===== config.mk =====
export PLATFORM = sky130hd
export DESIGN_NAME = strip_alloc_flat
export DESIGN_NICKNAME = d
export VERILOG_FILES = /design/src/rtl/strip_alloc_if.sv /design/src/rtl/strip_alloc.sv /design/src/flat_wrapper.sv
export SDC_FILE = /design/constraint.sdc
export NUM_CORES = 1
export LEC_CHECK = 0
export CORE_MARGIN = 4
export CORE_UTILIZATION = 40
export CTS_CLUSTER_DIAMETER = 60
export DETAILED_ROUTE_END_ITERATION = 8
export PLACE_DENSITY_LB_ADDON = 0.2
export SYNTH_ARGS = -nofsm -noshare
export SYNTH_HDL_FRONTEND = slang
export SYNTH_SLANG_ARGS = --single-unit

===== constraint.sdc =====
create_clock -name clk -period 6.9 [get_ports clk]
set_clock_uncertainty 0.1 [all_clocks]
set_input_delay 1.38 -clock clk [delete_from_list [all_inputs] [get_ports clk]]
set_output_delay 1.38 -clock clk [all_outputs]
set_load 0.02 [all_outputs]

===== src/rtl/strip_alloc_if.sv =====
// Request/response bundle for the strip allocator: one placement request in,
// one write-stage record out per accepted legal request.
interface strip_alloc_if;
  logic       req_valid;
  logic [7:0] req_width;
  logic       req_ready;
  logic       req_error;
  logic       out_valid;
  logic       strike_flag_write;
  logic [3:0] strip_ID_write;
  logic [7:0] old_occupied_width_write;
  logic [7:0] new_occupied_width_write;
  logic [3:0] strike_counter_write;

  modport master (
    output req_valid, req_width,
    input  req_ready, req_error, out_valid, strike_flag_write, strip_ID_write,
           old_occupied_width_write, new_occupied_width_write, strike_counter_write
  );

  modport slave (
    input  req_valid, req_width,
    output req_ready, req_error, out_valid, strike_flag_write, strip_ID_write,
           old_occupied_width_write, new_occupied_width_write, strike_counter_write
  );
endinterface


===== src/rtl/strip_alloc.sv =====
// First-fit strip allocator: places a program width into the lowest strip with
// room, clearing the whole board (a strike) when no strip can take it.
//
//   state | meaning
//   ------+-----------------------------------------------------------
//   IDLE  | ready for a request; illegal widths pulse req_error here
//   SCAN  | testing strip idx for fit, one strip per cycle
//   EMIT  | write-stage record is new; out_valid high for this cycle
module strip_alloc #(
  parameter int         NUM_STRIPS = 14,
  parameter logic [7:0] STRIP_CAP  = 8'd128
) (
  input logic          clk,
  input logic          rst,
  strip_alloc_if.slave bus
);

  typedef enum logic [1:0] {
    IDLE = 2'd0,
    SCAN = 2'd1,
    EMIT = 2'd2
  } state_t;

  state_t     state_q, state_d;
  logic [3:0] idx_q, idx_d;
  logic [7:0] width_q, width_d;
  logic [7:0] occ_q [NUM_STRIPS];
  logic [7:0] occ_d [NUM_STRIPS];
  logic       err_q, err_d;
  logic [3:0] id_q, id_d;
  logic [7:0] old_q, old_d;
  logic [7:0] new_q, new_d;
  logic       flag_q, flag_d;
  logic [3:0] cnt_q, cnt_d;

  logic [8:0] sum;
  logic       fit;
  logic       last_strip;
  logic       width_bad;

  // 9-bit sum so a near-full strip plus a wide request cannot wrap into a false fit
  assign sum        = {1'b0, occ_q[idx_q]} + {1'b0, width_q};
  assign fit        = sum <= {1'b0, STRIP_CAP};
  assign last_strip = idx_q == 4'(NUM_STRIPS - 1);
  assign width_bad  = (bus.req_width == 8'd0) || (bus.req_width > STRIP_CAP);

  always_comb begin
    state_d = state_q;
    idx_d   = idx_q;
    width_d = width_q;
    occ_d   = occ_q;
    err_d   = 1'b0;
    id_d    = id_q;
    old_d   = old_q;
    new_d   = new_q;
    flag_d  = flag_q;
    cnt_d   = cnt_q;

    case (state_q)
      IDLE: begin
        if (bus.req_valid) begin
          width_d = bus.req_width;
          idx_d   = 4'd0;
          if (width_bad) begin
            err_d = 1'b1;
          end else begin
            state_d = SCAN;
          end
        end
      end

      SCAN: begin
        if (fit) begin
          id_d         = idx_q;
          old_d        = occ_q[idx_q];
          new_d        = sum[7:0];
          flag_d       = 1'b0;
          occ_d[idx_q] = sum[7:0];
          state_d      = EMIT;
        end else if (last_strip) begin
          // strike: board cleared and the request restarts strip 0
          for (int i = 0; i < NUM_STRIPS; i++) begin
            occ_d[i] = 8'd0;
          end
          occ_d[0] = width_q;
          id_d     = 4'd0;
          old_d    = 8'd0;
          new_d    = width_q;
          flag_d   = 1'b1;
          cnt_d    = cnt_q + 4'd1;
          state_d  = EMIT;
        end else begin
          idx_d = idx_q + 4'd1;
        end
      end

      EMIT: begin
        state_d = IDLE;
      end

      default: begin
        state_d = IDLE;
      end
    endcase
  end

  always_ff @(posedge clk or negedge rst) begin
    if (!rst) begin
      state_q <= IDLE;
      idx_q   <= 4'd0;
      width_q <= 8'd0;
      for (int i = 0; i < NUM_STRIPS; i++) begin
        occ_q[i] <= 8'd0;
      end
      err_q   <= 1'b0;
      id_q    <= 4'd0;
      old_q   <= 8'd0;
      new_q   <= 8'd0;
      flag_q  <= 1'b0;
      cnt_q   <= 4'd0;
    end else begin
      state_q <= state_d;
      idx_q   <= idx_d;
      width_q <= width_d;
      occ_q   <= occ_d;
      err_q   <= err_d;
      id_q    <= id_d;
      old_q   <= old_d;
      new_q   <= new_d;
      flag_q  <= flag_d;
      cnt_q   <= cnt_d;
    end
  end

  assign bus.req_ready                = (state_q == IDLE);
  assign bus.req_error                = err_q;
  assign bus.out_valid                = (state_q == EMIT);
  assign bus.strike_flag_write        = flag_q;
  assign bus.strip_ID_write           = id_q;
  assign bus.old_occupied_width_write = old_q;
  assign bus.new_occupied_width_write = new_q;
  assign bus.strike_counter_write     = cnt_q;

endmodule


===== src/flat_wrapper.sv =====
// flat-port wrapper written by rule: the top's interface ports become plain ports
module strip_alloc_flat 
#(
  parameter int         NUM_STRIPS = 14,
  parameter logic [7:0] STRIP_CAP  = 8'd128
)
  (clk, rst, bus_req_valid, bus_req_width, bus_req_ready, bus_req_error, bus_out_valid, bus_strike_flag_write, bus_strip_ID_write, bus_old_occupied_width_write, bus_new_occupied_width_write, bus_strike_counter_write);
  strip_alloc_if bus_i ();
  input logic clk;
  input logic rst;
  input wire logic [$bits(bus_i.req_valid)-1:0] bus_req_valid;
  input wire logic [$bits(bus_i.req_width)-1:0] bus_req_width;
  output wire logic [$bits(bus_i.req_ready)-1:0] bus_req_ready;
  output wire logic [$bits(bus_i.req_error)-1:0] bus_req_error;
  output wire logic [$bits(bus_i.out_valid)-1:0] bus_out_valid;
  output wire logic [$bits(bus_i.strike_flag_write)-1:0] bus_strike_flag_write;
  output wire logic [$bits(bus_i.strip_ID_write)-1:0] bus_strip_ID_write;
  output wire logic [$bits(bus_i.old_occupied_width_write)-1:0] bus_old_occupied_width_write;
  output wire logic [$bits(bus_i.new_occupied_width_write)-1:0] bus_new_occupied_width_write;
  output wire logic [$bits(bus_i.strike_counter_write)-1:0] bus_strike_counter_write;
  assign bus_i.req_valid = bus_req_valid;
  assign bus_i.req_width = bus_req_width;
  assign bus_req_ready = bus_i.req_ready;
  assign bus_req_error = bus_i.req_error;
  assign bus_out_valid = bus_i.out_valid;
  assign bus_strike_flag_write = bus_i.strike_flag_write;
  assign bus_strip_ID_write = bus_i.strip_ID_write;
  assign bus_old_occupied_width_write = bus_i.old_occupied_width_write;
  assign bus_new_occupied_width_write = bus_i.new_occupied_width_write;
  assign bus_strike_counter_write = bus_i.strike_counter_write;
  strip_alloc #(.NUM_STRIPS(NUM_STRIPS), .STRIP_CAP(STRIP_CAP)) u_core (.clk(clk), .rst(rst), .bus(bus_i));
endmodule

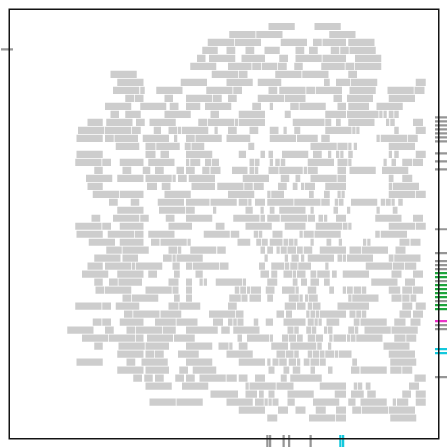
*Pin placement, run 1*
Pins as bars across the die edge, other pins in grey.
`bus_req_error`: drawn in magenta, pins 1, direction output, edge east. `bus_req_width`: drawn in green, pins 8, direction input, edge east. `bus_strike_counter_write`: drawn in cyan, pins 4, direction output, edge 2 south, 2 east.
overall die width: 146 um
count of buffers inserted at the top-level ports: 38
height of the die: 146 um

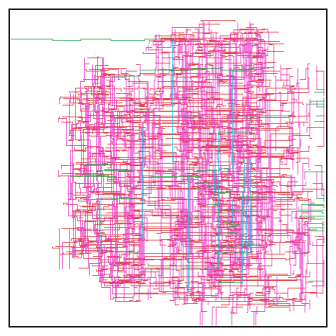
*Metal layers overlaid, run 1*
met1: drawn in red, wire length 9,570 um. met4: drawn in cyan, wire length 440 um. met3: drawn in green, wire length 811 um. met2: drawn in magenta, wire length 10,300 um.
Via Count: 5,423
Total GRT Usage: 20.8%
wire length per cell: 23.7 um

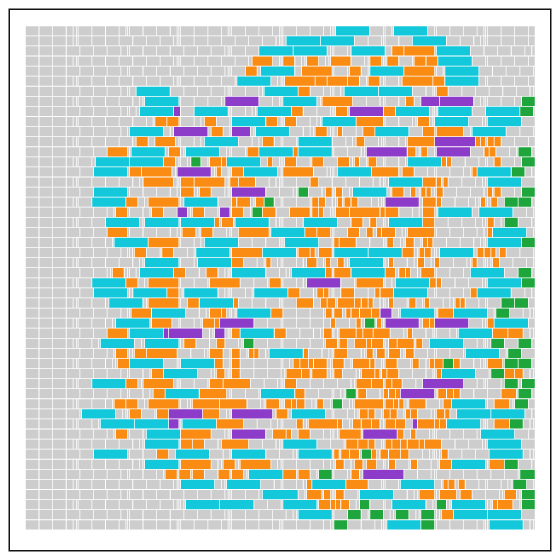
*Cells coloured by class, run 1*
Fill, decap, tap and diode cells in grey.
clock drivers and dummy loads: drawn in purple, cells 32, share of their area 7.7%. all other logic: drawn in orange, cells 424, share of their area 42%. other buffers and delay cells: drawn in green, cells 50, share of their area 5.5%. flops: drawn in cyan, cells 152, share of their area 45%.
Seq area share: 43.2%
core region area: 0.0187 sq mm

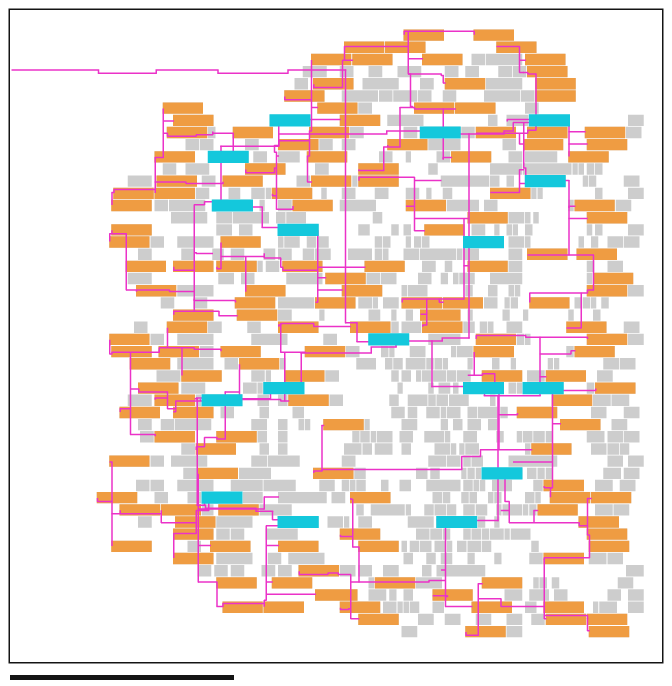
*Clock distribution, run 1*
The bar under the picture is 50 um long.
clock wires: drawn in magenta, length 2,050 um. cells driving clock nets: drawn in cyan, count 17. flip-flops: drawn in orange, count 152.
There are 18 routed clock nets.
later-pin clock latency in the skew report: 0.43 ns

==> flow_metrics.env, run 1 <==
# implementation run metrics
export IMPL_top_cell="dfrtp_1"
export IMPL_rsz0062_at_grt="no"
export IMPL_post_route_wl_um=21100
export IMPL_synth_area_yosys_sq_mm=0.00758
export IMPL_post_cts_resize_count=0
export IMPL_period_used_pct=83.0
export IMPL_tool_warnings=29
export IMPL_ys_async_sr_fraction_pct=100
export IMPL_area_growth_synth_to_final_pct=16.3
export IMPL_setup_worst_path_end="u_core.bus.new_occupied_width_write[1]"
export IMPL_setup_worst_path_class="reg -> reg"
export IMPL_timing_critical_path_depth=14
export IMPL_synth_top_area_share_pct=50.2
export IMPL_cts_hold_buf=0
export IMPL_mappedNetlistNets=640
export IMPL_global_route_met3_utilization_pct=4.73
export IMPL_via_count_of_the_first_global_routing_pass=5769
export IMPL_cts_root_to_sink_buffers=2
export IMPL_drive_gt1_share_pct=17.3
export IMPL_antenna_diode_count=0
export IMPL_placer_s_final_routability_congestion_estimate=0.905
export IMPL_worst_slew_pin_slew_ns=1.36
export IMPL_synth_area_top_cells="dfrtp_1 50%, mux4_2 7.1%, o2bb2ai_1 5.9%"
export IMPL_cell_with_the_largest_stage_delay_on_the_worst_path="dfrtp_2"
export IMPL_hold_worst_slack_ns=0.371
export IMPL_postSynthRegisterBits=152
export IMPL_syn_inst=615
export IMPL_worst_endpoint_arrival_ns=5.95
export IMPL_cts_sink_count=152
export IMPL_floorplan_io_pins=39
export IMPL_critical_path_top_delay_family="AND-OR/OR-AND gates"
export IMPL_busiest_layer="met2"
export IMPL_worst_r2r_cell_count=14
export IMPL_worst_endpoint_required_ns=7.12
export IMPL_finalCoreUtilization_pct=47.1
export IMPL_globalRouteOverflowTotal=0
export IMPL_final_max_slew_violation_count=0
export IMPL_synth_stat_cells=615
export IMPL_worst_setup_path_startpoint="u_core.idx_q[0]"
export IMPL_grt_start_max_net_pins=89
export IMPL_critical_path_endpoint_type="register"
export IMPL_placementRows=50
export IMPL_crit_path_start_kind="register"
export IMPL_status="complete, no violations"
export IMPL_ys_seq_share_pct=50.2
export IMPL_chip_area_sq_mm=0.0212
export IMPL_nNetsFinal=670
export IMPL_cts_tree="built"
export IMPL_yosysWarnings=0
export IMPL_enable_flop_cells=0
export IMPL_1st_iter_drt_viols=564
export IMPL_finalSetupTns_ns=0
export IMPL_stdcell_area_sq_mm=0.00882
export IMPL_synth_top_cells_by_count="152 x dfrtp_1, 52 x nand2_1, 51 x o2bb2ai_1, 38 x a22o_1, 26 x nand3_1"
export IMPL_grt_pass1_wl_um=34300
export IMPL_final_setup_viol_count=0
==> run 1: worst min path at each step <==
stage / end / start
after floorplan: u_core.occ_q[1] / u_core.occ_q[1]
after global placement: u_core.bus.strike_counter_write[3] / u_core.bus.strike_counter_write[3]
after detailed placement: u_core.occ_q[91] / u_core.occ_q[91]
after CTS: u_core.bus.strike_counter_write[3] / u_core.bus.strike_counter_write[3]
after global routing: u_core.occ_q[88] / u_core.occ_q[88]
final: u_core.bus.strike_counter_write[3] / u_core.bus.strike_counter_write[3]
==> run 1: stage by stage <==
stage / std cells
2_1_floorplan: 615
3_3_place_gp: 860
3_5_place_dp: 860
4_1_cts: 892
5_1_grt: 892
6_report: 892
==> run 1: logic make-up after synthesis <==
kind of cell / Yosys count / synth area share, %
mux: 55 / 11.4
simple gates: 156 / 10.2
compound gates: 183 / 21.9
fa+ha+maj: 14 / 2.41
buf+inv: 48 / 3.12
flops: 152 / 50.2
xor+xnor: 7 / 0.808
==> run 1: layout make-up <==
type / instances / area, sq um
Fill cell: 1624 / 9890
Sequential cell: 152 / 3800
Multi-Input combinational cell: 415 / 3560
Timing Repair Buffer: 50 / 472
Clock buffer: 21 / 460
Tap cell: 234 / 293
Clock inverter: 11 / 194
Inverter: 9 / 33.8
==> run 1: worst reg2reg max path, stage by stage (launching register included) <==
cell      delay, ns
dfrtp_2        0.82
mux4_2         0.61
mux2i_1        0.17
nor2_1         0.07
a211oi_1       0.46
inv_1          0.10
ha_1           0.32
a211oi_1       0.43
nor4b_1        0.12
or4_4          0.56
a2111o_4       0.43
a21oi_4        0.50
nor2_1         0.23
inv_2          0.32
mux2_2         0.38
==> run 1: registers in the layout, indices dropped and copies added, names as in the netlist <==
name                                 count
u_core.width_q                           8
u_core.bus.old_occupied_width_write      8
u_core.bus.new_occupied_width_write      8
u_core.bus.strike_counter_write          4
u_core.bus.strip_ID_write                4
u_core.bus.req_error                     1
u_core.state_q                           2
u_core.bus.strike_flag_write             1
u_core.idx_q                             4
u_core.occ_q                           112
==> run 1: layer usage <==
metal  routed length (um)  part of all wire, %
met5                    0                    0
met4                  440                  2.1
met3                  811                  3.8
met2                10300                   49
met1                 9570                   45
### Cell placement, run 1

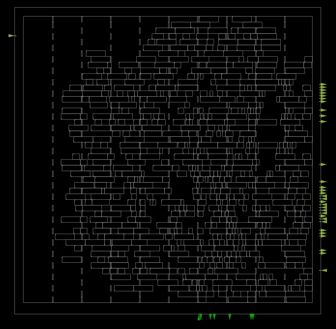

==> run 2: changes to the inputs <==
==> constraint.sdc (replaced) <==
create_clock -name clk -period 5.8 [get_ports clk]
set_clock_uncertainty 0.1 [all_clocks]
set_input_delay 1.16 -clock clk [delete_from_list [all_inputs] [get_ports clk]]
set_output_delay 1.16 -clock clk [all_outputs]
set_load 0.02 [all_outputs]
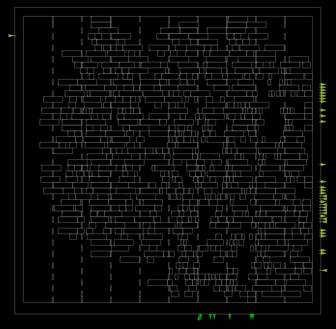
*Cell placement, run 2*
number of cell rows: 50
well tap count: 234

==> run 2 against run 1 <==
Compared with the run above: sequential share of layout area fell by 0.39 points; hold slack got worse by 0.0019 ns; synthesized area did not move; wire length rose by 3.6%; first-iteration DRC count fell by 4.3%; via count rose by 2.9%; global-route usage rose by 0.14 points; die area did not move; synthesized cell count did not move; critical endpoint is now u_core.occ_q[69]; highest routed layer unchanged.
==> flow_metrics.env, run 2 <==
# implementation run metrics
export IMPL_status="complete, no violations"
export IMPL_1st_iter_drt_viols=540
export IMPL_final_setup_viol_count=0
export IMPL_detailroute_via_count=5578
export IMPL_fp_dieW_um=146
export IMPL_timing_critical_path_depth=14
export IMPL_mappedNetlistNets=640
export IMPL_syn_inst=615
export IMPL_largest_register_ff_count=112
export IMPL_final_max_slew_violation_count=0
export IMPL_synth_stat_cells=615
export IMPL_critical_path_endpoint_type="register"
export IMPL_largest_register_by_flop_count="u_core.occ_q"
export IMPL_globalRouteOverflowTotal=0
export IMPL_worst_r2r_cell_count=14
export IMPL_min_delay_start="u_core.bus.strike_counter_write[3]"
export IMPL_final_cells=907
export IMPL_ys_seq_share_pct=50.2
export IMPL_ys_async_sr_fraction_pct=100
export IMPL_rsz0062_at_grt="no"
export IMPL_worst_endpoint_arrival_ns=5.62
export IMPL_io_buffer_count=38
export IMPL_finalSetupTns_ns=0
export IMPL_cts_sink_count=152
export IMPL_worst_endpoint_required_ns=6.07
export IMPL_grt_total_usage_pct=20.9
export IMPL_post_cts_resize_count=0
export IMPL_critical_path_top_delay_family="AND-OR/OR-AND gates"
export IMPL_nNetsFinal=685
export IMPL_post_route_wl_um=21900
export IMPL_top_cell="dfrtp_1"
export IMPL_via_count_of_the_first_global_routing_pass=5667
-- run 2: cell types whose count changed in the layout (fill, tap and decap cells not counted), moves of 2 or more --
cell	change
inv_6	+3
clkinv_4	+2
bufinv_16	-2
buf_4	+14
clkinvlp_4	-2
-- run 2: final cells by class --
| type | instances | area [sq um] | share of cell area, % |
|---|---|---|---|
| clock inverter | 13 | 168 | 1.88 |
| multi-input combinational | 415 | 3560 | 40.0 |
| tap | 234 | 293 | 3.29 |
| timing repair buffer | 65 | 597 | 6.71 |
| sequential | 152 | 3800 | 42.8 |
| inverter | 9 | 33.8 | 0.380 |
| clock buffer | 19 | 443 | 4.98 |
-- run 2: routing by layer --
| metal | GRT usage [%] | up-vias | wire, um |
|---|---|---|---|
| li1 | - | 2467 | - |
| met1 | 29.3 | 2842 | 9800 |
| met2 | 32.3 | 222 | 10100 |
| met3 | 3.89 | 47 | 1240 |
| met4 | 8.26 | 0 | 719 |
| met5 | 0 | - | 0 |
-- run 2: worst register-to-register path, stage by stage (launching register included) --
cell,delay [ns]
dfrtp_2,0.74
mux4_2,0.60
mux2i_1,0.15
nor2_1,0.06
a211oi_1,0.55
inv_1,0.10
ha_1,0.33
a211oi_1,0.37
nor4b_1,0.11
or4_4,0.56
a2111o_4,0.43
a21o_1,0.32
buf_4,0.26
o22ai_2,0.39
a22o_1,0.22
-- run 2: metrics by stage --
| step | setup WS, ns | util (%) | area, sq um |
|---|---|---|---|
| 2_1_floorplan | 0.615 | - | 7580 |
| 3_3_place_gp | 0.516 | 44.3 | 8290 |
| 3_5_place_dp | 0.429 | 44.3 | 8290 |
| 4_1_cts | 0.413 | 47.6 | 8900 |
| 5_1_grt | 0.110 | 47.6 | 8900 |
| 6_report | 0.445 | 47.6 | 8900 |
-- run 2: how the worst max path moves through the flow --
stage	from	endpoint
after floorplan	u_core.idx_q[0]	u_core.bus.new_occupied_width_write[1]
after CTS	u_core.idx_q[0]	u_core.occ_q[71]
final	u_core.idx_q[0]	u_core.occ_q[69]
after global placement	u_core.idx_q[0]	u_core.occ_q[69]
after global routing	u_core.idx_q[0]	u_core.occ_q[71]
after detailed placement	u_core.idx_q[0]	u_core.occ_q[71]
-- run 2: logic make-up after synthesis --
kind of cell | synth area share (%)
AOI/OAI and AO/OA | 21.9
xor gates and xnor gates | 0.808
adders and majority gates | 2.41
buffers and inverters | 3.12
DFF | 50.2
muxes | 11.4
and+or+nand+nor | 10.2
### Metal layers overlaid, run 2

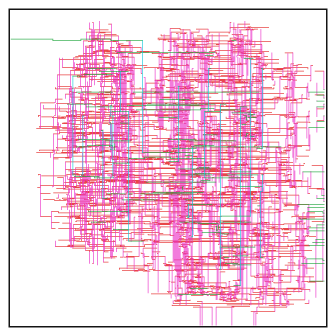

==> run 3: changes to the inputs <==
--- a/config.mk
+++ b/config.mk
@@ -5,11 +5,11 @@
 export SDC_FILE = /design/constraint.sdc
 export NUM_CORES = 1
 export LEC_CHECK = 0
+export ABC_AREA = 0
 export CORE_MARGIN = 4
 export CORE_UTILIZATION = 40
 export CTS_CLUSTER_DIAMETER = 60
 export DETAILED_ROUTE_END_ITERATION = 8
-export PLACE_DENSITY_LB_ADDON = 0.2
 export SYNTH_ARGS = -nofsm -noshare
 export SYNTH_HDL_FRONTEND = slang
 export SYNTH_SLANG_ARGS = --single-unit
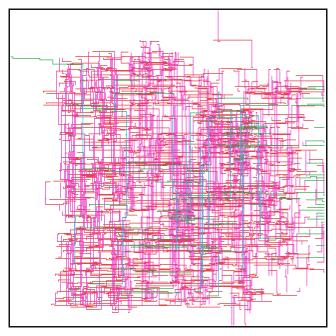
*Metal layers overlaid, run 3*
met3: drawn in green, wire length 1,210 um. met1: drawn in red, wire length 9,450 um. met4: drawn in cyan, wire length 711 um. met2: drawn in magenta, wire length 9,300 um.
Post-Route WL: 20,700 um
Total GRT Usage: 20.1%
wire length per cell: 23.0 um
Via Count: 5,446

==> run 3 against run 2 <==
Compared with the run above: synthesized cell count is the same; non-clock buffer count is 9 lower; die area did not move; hold slack improved by 0.0034 ns; global-route usage shrank 0.84 points; fmax grew 0.31%; synthesized area did not move.
==> flow_metrics.env, run 3 <==
# implementation run metrics
export IMPL_status="complete, no violations"
export IMPL_fp_dieW_um=146
export IMPL_synth_stat_cells=615
export IMPL_postRouteAntennaNets=0
export IMPL_post_cts_resize_count=0
export IMPL_cts_sink_count=152
export IMPL_hold_class="reg -> reg"
export IMPL_chip_area_sq_mm=0.0212
export IMPL_placementRows=50
export IMPL_cts_root_to_sink_buffers=2
export IMPL_enable_flop_cells=0
export IMPL_sum_of_net_half_perimeters_after_detailed_placement_um=14300
export IMPL_mi_logic_area_sq_mm=0.00356
export IMPL_chipHeight_um=146
export IMPL_io_buffer_count=38
export IMPL_largest_register_by_flop_count="u_core.occ_q"
export IMPL_drive_gt1_share_pct=18.1
export IMPL_area_growth_synth_to_final_pct=15.8
export IMPL_stdcell_area_sq_mm=0.00878
export IMPL_min_delay_start="u_core.bus.strike_counter_write[3]"
export IMPL_synth_top_area_share_pct=50.2
export IMPL_critical_path_top_delay_family="AND-OR/OR-AND gates"
export IMPL_setup_worst_path_class="reg -> reg"
export IMPL_final_setup_viol_count=0
export IMPL_critical_path_max_stage_delay_ns=0.56
export IMPL_cts_tree="built"
export IMPL_insertion_delay_ns=0.43
export IMPL_ys_dominant_reg_cell="dfrtp_1"
export IMPL_viasPerCell=6.07
export IMPL_1st_iter_drt_viols=507
export IMPL_placer_s_final_routability_congestion_estimate=0.961
export IMPL_nNetsFinal=676
export IMPL_final_max_slew_violation_count=0
export IMPL_worst_setup_path_startpoint="u_core.idx_q[0]"
export IMPL_mappedNetlistNets=640
export IMPL_grt_pass1_wl_um=33300
export IMPL_cts_hold_buf=0
export IMPL_seq_area_sq_mm=0.00380
export IMPL_syn_inst=615
export IMPL_fmax_ghz=0.187
export IMPL_finalCoreUtilization_pct=47.0
export IMPL_ys_seq_share_pct=50.2
export IMPL_clk_pin_slew_worst_paths_ns=0.06
export IMPL_via_count_of_the_first_global_routing_pass=5712
export IMPL_floorplan_initialDensity_pct=40.5
export IMPL_netlist_top_cell_by_area="dfrtp_1"
export IMPL_cell_area_reported_after_detailed_placement_sq_mm=0.00821
export IMPL_period_used_pct=92.0
export IMPL_worst_endpoint_required_ns=6.05
export IMPL_worst_endpoint_arrival_ns=5.58
export IMPL_floorplan_core_area_sq_mm=0.0187
export IMPL_cap_viol_max_count=0
export IMPL_finalSetupTns_ns=0
export IMPL_post_synth_instance_area_sq_mm=0.00758
export IMPL_root_cell_of_the_clock_tree="clkbuf_16"
export IMPL_critical_path_endpoint_type="register"
export IMPL_critical_path_n_buffers_inverters=3
export IMPL_htree_num_levels=4
export IMPL_ys_async_sr_fraction_pct=100
export IMPL_drt_pass1_iterations=6
export IMPL_grt_start_max_net_pins=102
export IMPL_most_common_layout_cells="151 x dfrtp_1, 52 x nand2_1, 51 x o2bb2ai_1, 38 x a22o_1, 37 x clkdlybuf4s50_1"
export IMPL_rsz0062_at_grt="no"
export IMPL_synth_avg_cell_area_sq_um=12.3
export IMPL_largest_register_ff_count=112
export IMPL_worst_r2r_startpoint="u_core.idx_q[0]"
export IMPL_top_cell="dfrtp_1"
export IMPL_tool_warnings=31
export IMPL_worst_slew_pin_slew_ns=1.14
export IMPL_cts_buffers_inserted=17
export IMPL_globalRouteOverflowTotal=0
run 3: cell counts after synthesis:
No cell type changed its count.
run 3: worst register-to-register path: cells and delay by family, from the launching register on:
family                     cells  cell delay (ns)
AOI/OAI and AO/OA              5             2.09
and+or+nand+nor                4             1.18
buffers and inverters          3             0.80
DFF                            1             0.53
adders and majority gates      1             0.33
muxes                          1             0.23
run 3: final timing paths:
| kind | endpoint | slack [ns] | cells after the start |
|---|---|---|---|
| max reg2reg | u_core.occ_q[67] | 0.46 | 14 |
| min reg2reg | u_core.bus.strike_counter_write[3] | 0.37 | 1 |
| min in group asynchronous | u_core.bus.strip_ID_write[3] | 0.73 | 1 |
| max | u_core.occ_q[67] | 0.46 | 14 |
| min | u_core.bus.strike_counter_write[3] | 0.37 | 1 |
| max in group asynchronous | u_core.occ_q[64] | 3.67 | 2 |
run 3: stage by stage:
step                      setup slack (ns)  cells  hold slack, ns
final                                0.462    897           0.373
after global routing                0.0940    897           0.401
after CTS                            0.396    897           0.375
after detailed placement             0.426    866           0.366
after global placement               0.528    866           0.364
after floorplan                      0.615    615           0.348
run 3: area by class of cell:
type	instances	area share [%]
clock buffers	18	4.89
clock inverters	13	1.68
inverters	9	0.385
multi-input cells	415	40.5
flip-flops and latches	152	43.3
well taps	234	3.33
repair buffers	56	5.88
run 3: logic make-up (layout without fill, tap and decap cells):
kind of cell,count (synthesis),after routing,share of synthesized area [%]
AND-OR/OR-AND,183,183,21.9
AND/OR/NAND/NOR,156,156,10.2
flip-flops,152,152,50.2
multiplexers,55,55,11.4
buffers and inverters,48,96,3.12
adder cells (fa/ha/maj),14,14,2.41
XOR/XNOR,7,7,0.808
run 3: layer usage:
metal | wire length (um) | vias up | global-route usage [%] | part of all wire (%)
met1 | 9450 | 2766 | 28.2 | 46
met2 | 9300 | 195 | 29.9 | 45
met4 | 711 | 0 | 8.78 | 3.4
li1 | - | 2440 | - | -
met3 | 1210 | 45 | 4.58 | 5.9
met5 | 0 | - | 0 | 0
